Met1 routing:
Scale bar: 50 µm.
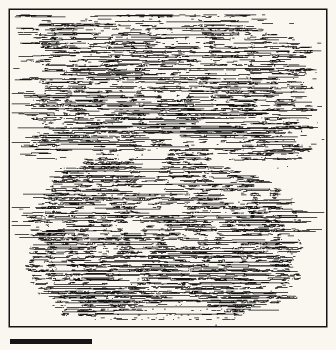
Signal wires on met2:
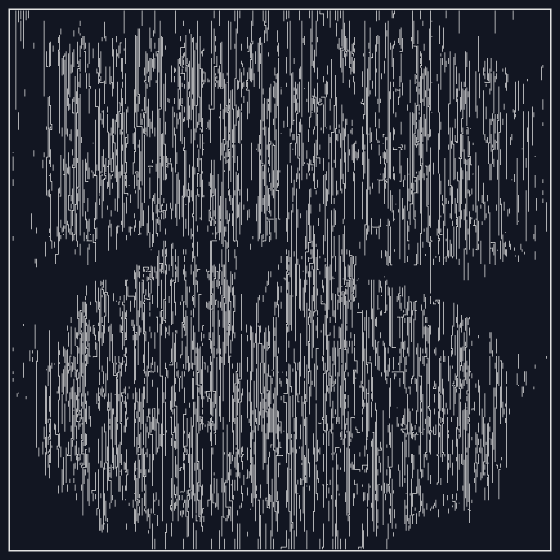
M3 wires:
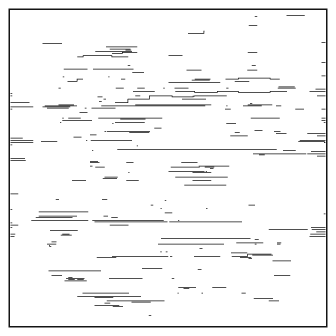
## config.mk

```make
export PLATFORM = sky130hd
export DESIGN_NAME = af_requant_packer
export DESIGN_NICKNAME = d
export VERILOG_FILES = /design/src/rtl/af_requant_packer.sv
export SDC_FILE = /design/constraint.sdc
export NUM_CORES = 1
export LEC_CHECK = 0
export ABC_AREA = 1
export ABC_CLOCK_PERIOD_IN_PS = 9200
export CAP_MARGIN = 5
export CORE_MARGIN = 2
export CORE_UTILIZATION = 35
export DETAILED_ROUTE_END_ITERATION = 6
export HOLD_SLACK_MARGIN = 0.02
export PLACE_DENSITY_LB_ADDON = 0.1
export RECOVER_POWER = 50
export SLEW_MARGIN = 20
export SYNTH_ARGS = -nofsm -noshare
export SYNTH_HDL_FRONTEND = slang
export SYNTH_SLANG_ARGS = --single-unit
```

## constraint.sdc

```tcl
create_clock -name clk_i -period 9.2 [get_ports clk_i]
set_clock_uncertainty 0.05 [all_clocks]
set_input_delay 1.84 -clock clk_i [delete_from_list [all_inputs] [get_ports clk_i]]
set_output_delay 1.84 -clock clk_i [all_outputs]
set_load 0.01 [all_outputs]
```

## src/rtl/af_requant_packer.sv

```systemverilog
// Requantises two signed lanes per beat (rounding shift + saturate) and packs PACK_WORDS beats into one word.
// Latency 1 cycle from closing beat to enable_o; a full pack buffer plus a stalled output drops ready_o.
// Optional AF_REQUANT_STATS_EN adds a saturating count of clipped lanes on sat_count_o.
module af_requant_packer #(
   parameter int DATA_BITWIDTH = 40,
   parameter int OUT_BITWIDTH  = 8,
   parameter int PACK_WORDS    = 4,
   localparam int HALF  = DATA_BITWIDTH / 2,
   localparam int SW    = $clog2(HALF),
   localparam int SLOT  = 2 * OUT_BITWIDTH,
   localparam int OUT_W = SLOT * PACK_WORDS,
   localparam int CW    = $clog2(PACK_WORDS + 1)
) (
   input  logic                     clk_i,
   input  logic                     rst_i,
   input  logic [SW-1:0]            shift_i,
   output logic                     ready_o,
   input  logic [DATA_BITWIDTH-1:0] data_i,
   input  logic                     enable_i,
   input  logic                     last_i,
   input  logic                     ready_i,
   output logic [OUT_W-1:0]         data_o,
   output logic                     enable_o,
   output logic                     last_o
`ifdef AF_REQUANT_STATS_EN
   ,
   output logic [15:0]              sat_count_o
`endif
);

   localparam logic signed [HALF:0] MAXV = (HALF+1)'((1 << (OUT_BITWIDTH-1)) - 1);
   localparam logic signed [HALF:0] MINV = -(HALF+1)'(1 << (OUT_BITWIDTH-1));

   // Returns {saturated, requantised lane}.
   function automatic logic [OUT_BITWIDTH:0] requant(input logic [HALF-1:0] lane,
                                                     input logic [SW-1:0]   s);
      logic signed [HALF:0] ext;
      logic signed [HALF:0] rnd;
      logic signed [HALF:0] shf;
      logic [HALF:0]        half_lsb;
      ext      = {lane[HALF-1], lane};
      half_lsb = (HALF+1)'(1) << (s - SW'(1));
      rnd      = (s != '0) ? ext + $signed(half_lsb) : ext;
      shf      = rnd >>> s;
      if (shf > MAXV)      requant = {1'b1, MAXV[OUT_BITWIDTH-1:0]};
      else if (shf < MINV) requant = {1'b1, MINV[OUT_BITWIDTH-1:0]};
      else                 requant = {1'b0, shf[OUT_BITWIDTH-1:0]};
   endfunction

   logic [CW-1:0]           cnt;
   logic [OUT_W-1:0]        pack_buf;
   logic                    pend_last;
   logic [SW-1:0]           s_eff;
   logic [OUT_BITWIDTH:0]   ms_r;
   logic [OUT_BITWIDTH:0]   ls_r;
   logic [SLOT-1:0]         slot_val;
   logic [OUT_W-1:0]        word;
   logic                    full;
   logic                    accept;
   logic                    close;
   logic                    out_free;

   assign s_eff    = (shift_i > SW'(HALF-1)) ? SW'(HALF-1) : shift_i;
   assign ms_r     = requant(data_i[DATA_BITWIDTH-1:HALF], s_eff);
   assign ls_r     = requant(data_i[HALF-1:0], s_eff);
   assign slot_val = {ms_r[OUT_BITWIDTH-1:0], ls_r[OUT_BITWIDTH-1:0]};

   assign full     = (cnt == CW'(PACK_WORDS));
   assign ready_o  = !rst_i && !full;
   assign accept   = enable_i && ready_o;
   assign close    = accept && (last_i || cnt == CW'(PACK_WORDS-1));
   assign out_free = !enable_o || ready_i;

   always_comb begin
      word = pack_buf;
      for (int k = 0; k < PACK_WORDS; k++) begin
         if (CW'(k) == cnt) word[k*SLOT +: SLOT] = slot_val;
      end
   end

   always_ff @(posedge clk_i) begin
      if (rst_i) begin
         cnt       <= '0;
         pack_buf  <= '0;
         pend_last <= 1'b0;
         data_o    <= '0;
         enable_o  <= 1'b0;
         last_o    <= 1'b0;
      end else begin
         if (enable_o && ready_i) enable_o <= 1'b0;
         if (full) begin
            if (out_free) begin
               data_o    <= pack_buf;
               enable_o  <= 1'b1;
               last_o    <= pend_last;
               cnt       <= '0;
               pack_buf  <= '0;
               pend_last <= 1'b0;
            end
         end else if (accept) begin
            if (close && out_free) begin
               data_o   <= word;
               enable_o <= 1'b1;
               last_o   <= last_i;
               cnt      <= '0;
               pack_buf <= '0;
            end else if (close) begin
               // Output still occupied: park the closed word and stall input.
               pack_buf  <= word;
               cnt       <= CW'(PACK_WORDS);
               pend_last <= last_i;
            end else begin
               pack_buf <= word;
               cnt      <= cnt + CW'(1);
            end
         end
      end
   end

`ifdef AF_REQUANT_STATS_EN
   logic [16:0] sat_sum;
   assign sat_sum = {1'b0, sat_count_o} + 17'(ms_r[OUT_BITWIDTH]) + 17'(ls_r[OUT_BITWIDTH]);

   always_ff @(posedge clk_i) begin
      if (rst_i)       sat_count_o <= '0;
      else if (accept) sat_count_o <= sat_sum[16] ? 16'hFFFF : sat_sum[15:0];
   end
`else
   logic unused_sat;
   assign unused_sat = ms_r[OUT_BITWIDTH] ^ ls_r[OUT_BITWIDTH];
`endif

endmodule

```

==> notes.org <==
#+TITLE: Synthesis and PnR summary

** Outcome
- Status :: finished with violations
- The final reports fail on capacitance limit, slew limit.

** Synth
- Cell count after synthesis :: 2127
- Post-synth the commonest register cell is dfxtp_1.
- Number of warning messages in the yosys log :: 0
- In the synthesis report, Yosys lists the chip area as 12470 µm².
- nand2_1 is the most common cell in the netlist.
- Xor and xnor fraction of the mapped netlist area :: 0.7021%
- The synthesized design spends more area on one cell type than any other, namely dfxtp_1.
- Of the synthesized area, sequential elements account for 21.50%.
- The cell-mix breakdown from Yosys lists the compound-gate area share as 16.70%.
- The post-synth register bit count is 134.
- Max-area cell share :: 21.50%
- Number of distinct library cells after synthesis :: 56
- Synth Area in Simple Gates :: 48.64%
- Mux frac, synth :: 0.08024%
- The synthesized netlist was found by Yosys to have 2127 cells.

** Pwr
- Comb group :: 0.000650 W
- Per the breakdown, switching nets consume 38.35% of all power.
- Clk network pwr share :: 34.0%
- Summed over all nets, the switching power comes to 0.0007498 W.
- Clock network power for this build is 0.000665 W.
- The sequential power reported by the tool is 0.000639 W.
- Leakage power of the design :: 6.562 nW

** Clocking
- CTS clk-pin slew, worst paths :: 0.05 ns
- In this run the deepest clock path goes through 2 buffers.
- Hold repair after CTS inserted 0 buffers.
- Buffers added to address setup during post-CTS repair amount to 0.
- TritonCTS built the clock tree.
- The number of gates resized after CTS was 0.

** Cells and area
- Number of nets in the finished design :: 2253
- Once layout is complete, the cells apart from fillers number 2650.
- Share of the core filled with cells :: 40.83%

** Drt
- Count of TritonRoute iterations in the first routing pass :: 5
- The count of nets left with antenna violations once routing finished came out at 0.
- Violation count after the first detailed-routing iteration :: 1251

** Setup path
- In this run the worst setup path begins at rst_i.
- Logic depth along the worst register-to-register path is recorded as 14.
- Buffers and inverters on the worst path :: 3
- Worst EP required :: 7.31 ns
- Stage delay of the slowest cell on the critical path :: 2.76 ns
- Cell chain of the critical path :: buf_2 -> clkbuf_1 -> nor2_1 -> dlygate4sd3_1
- Along the worst path, the maximum fanout reaches 74.

** Timing
- Time the worst path needs with I/O delays and setup :: 7.917 ns
- PnR worst setup slack :: 1.283 ns
- Transition time at the pin with the least slew margin :: 3.971 ns
- For reference, the final report shows the max-slew violation count at 240.
- Upper clock frequency limit :: 0.1263 GHz
- From the final report, the count of setup violators was given as 0.
- The tightest hold path in the finished design has a slack of 0.4119 ns.

** Flow run
- Number of max-cap violations :: 4
- Tool Warnings :: 29

** Min path
- Critical hold path startpoint :: pack_buf[12]
- The worst hold path was traced through 2 stages.

** Floorplanning
- Area of the die :: 37170 µm²
- Horizontal extent of the die :: 192.8 µm

** Placed design
- After legalization and detailed placement, the total HPWL measured 34180 µm.
- Number of buffers inserted by port buffering :: 116

** Global routing
- Antenna violations before repair :: 0
- Global route overflow :: 0
- Entering global routing, the biggest net connects 78 pins.
Notes on 'met1 routing' above:
- wire length on this layer: 23.3 mm
- nets with wire on the layer: 2135
met1 routing resource usage after global routing: 37.09%
via count: 14290
final wirelength: 47230 µm

Notes on 'signal wires on met2' above:
- longest straight run: 67.0 µm
- nets with wire on the layer: 1787
- wire length on this layer: 20.7 mm
global routing usage on met2: 39.76%

Notes on 'M3 wires' above:
- nets with wire on the layer: 159
- share of all routed wire: 5.3%
- longest straight run: 97.1 µm
- main direction: horizontal
- wire length on this layer: 2490 µm
M3 GR Usage: 3.401%

-- worst paths after layout --
kind	to	slack, ns
hold / removal	pack_buf[12]	0.41
hold reg to reg	pack_buf[12]	0.41
setup / recovery	ready_o	1.28
setup reg to reg	data_o[59]	4.38
-- area by class of cell --
| class | count | area [µm²] |
|---|---|---|
| Fill cell | 3840 | 20890 |
| Multi-Input combinational cell | 1705 | 8606 |
| Sequential cell | 134 | 2683 |
| Timing Repair Buffer | 138 | 1308 |
| Inverter | 180 | 679.4 |
| Tap cell | 461 | 576.8 |
| Clock buffer | 18 | 439.2 |
| Clock inverter | 14 | 126.4 |
-- cells in the final DEF, fill, tap and decap left out, drive strengths merged, types with 19 or more instances in the layout --
master and count:
nand3 385, ha 27, nor2 168, inv 180, clkdlybuf4s50 47, o21ai 131, a21oi 224, nand2 646
dlygate4sd3 68, buf 19, or2 28, nand4 31, clkbuf 22, dfxtp 134
-- layer usage --
metal	GRT usage, %	vias up	part of all wire, %
met5	0	-	0
met4	5.549	0	1.7
met3	3.401	59	5.3
met2	39.76	383	44
met1	37.09	6671	49
li1	-	7177	-
-- sequential cells by signal, indices dropped and copies added, names as in the netlist --
| name | cells |
|---|---|
| pack_buf | 64 |
| data_o | 64 |
| last_o | 1 |
| pend_last | 1 |
| enable_o | 1 |
| cnt | 3 |
-- worst reg2reg max path: stages (launching register included) --
cell        delay [ns]
dfxtp_1           0.38
inv_1             0.10
ha_1              0.22
nand2_1           0.11
inv_2             0.04
nor2_1            0.21
nand2_1           0.17
nor2_1            0.12
inv_1             0.08
nor2_1            0.26
inv_1             0.10
nand2_1           0.13
clkinvlp_2        1.84
a21oi_1           0.74
a21oi_1           0.14
Power and IR drop assume default switching activity.
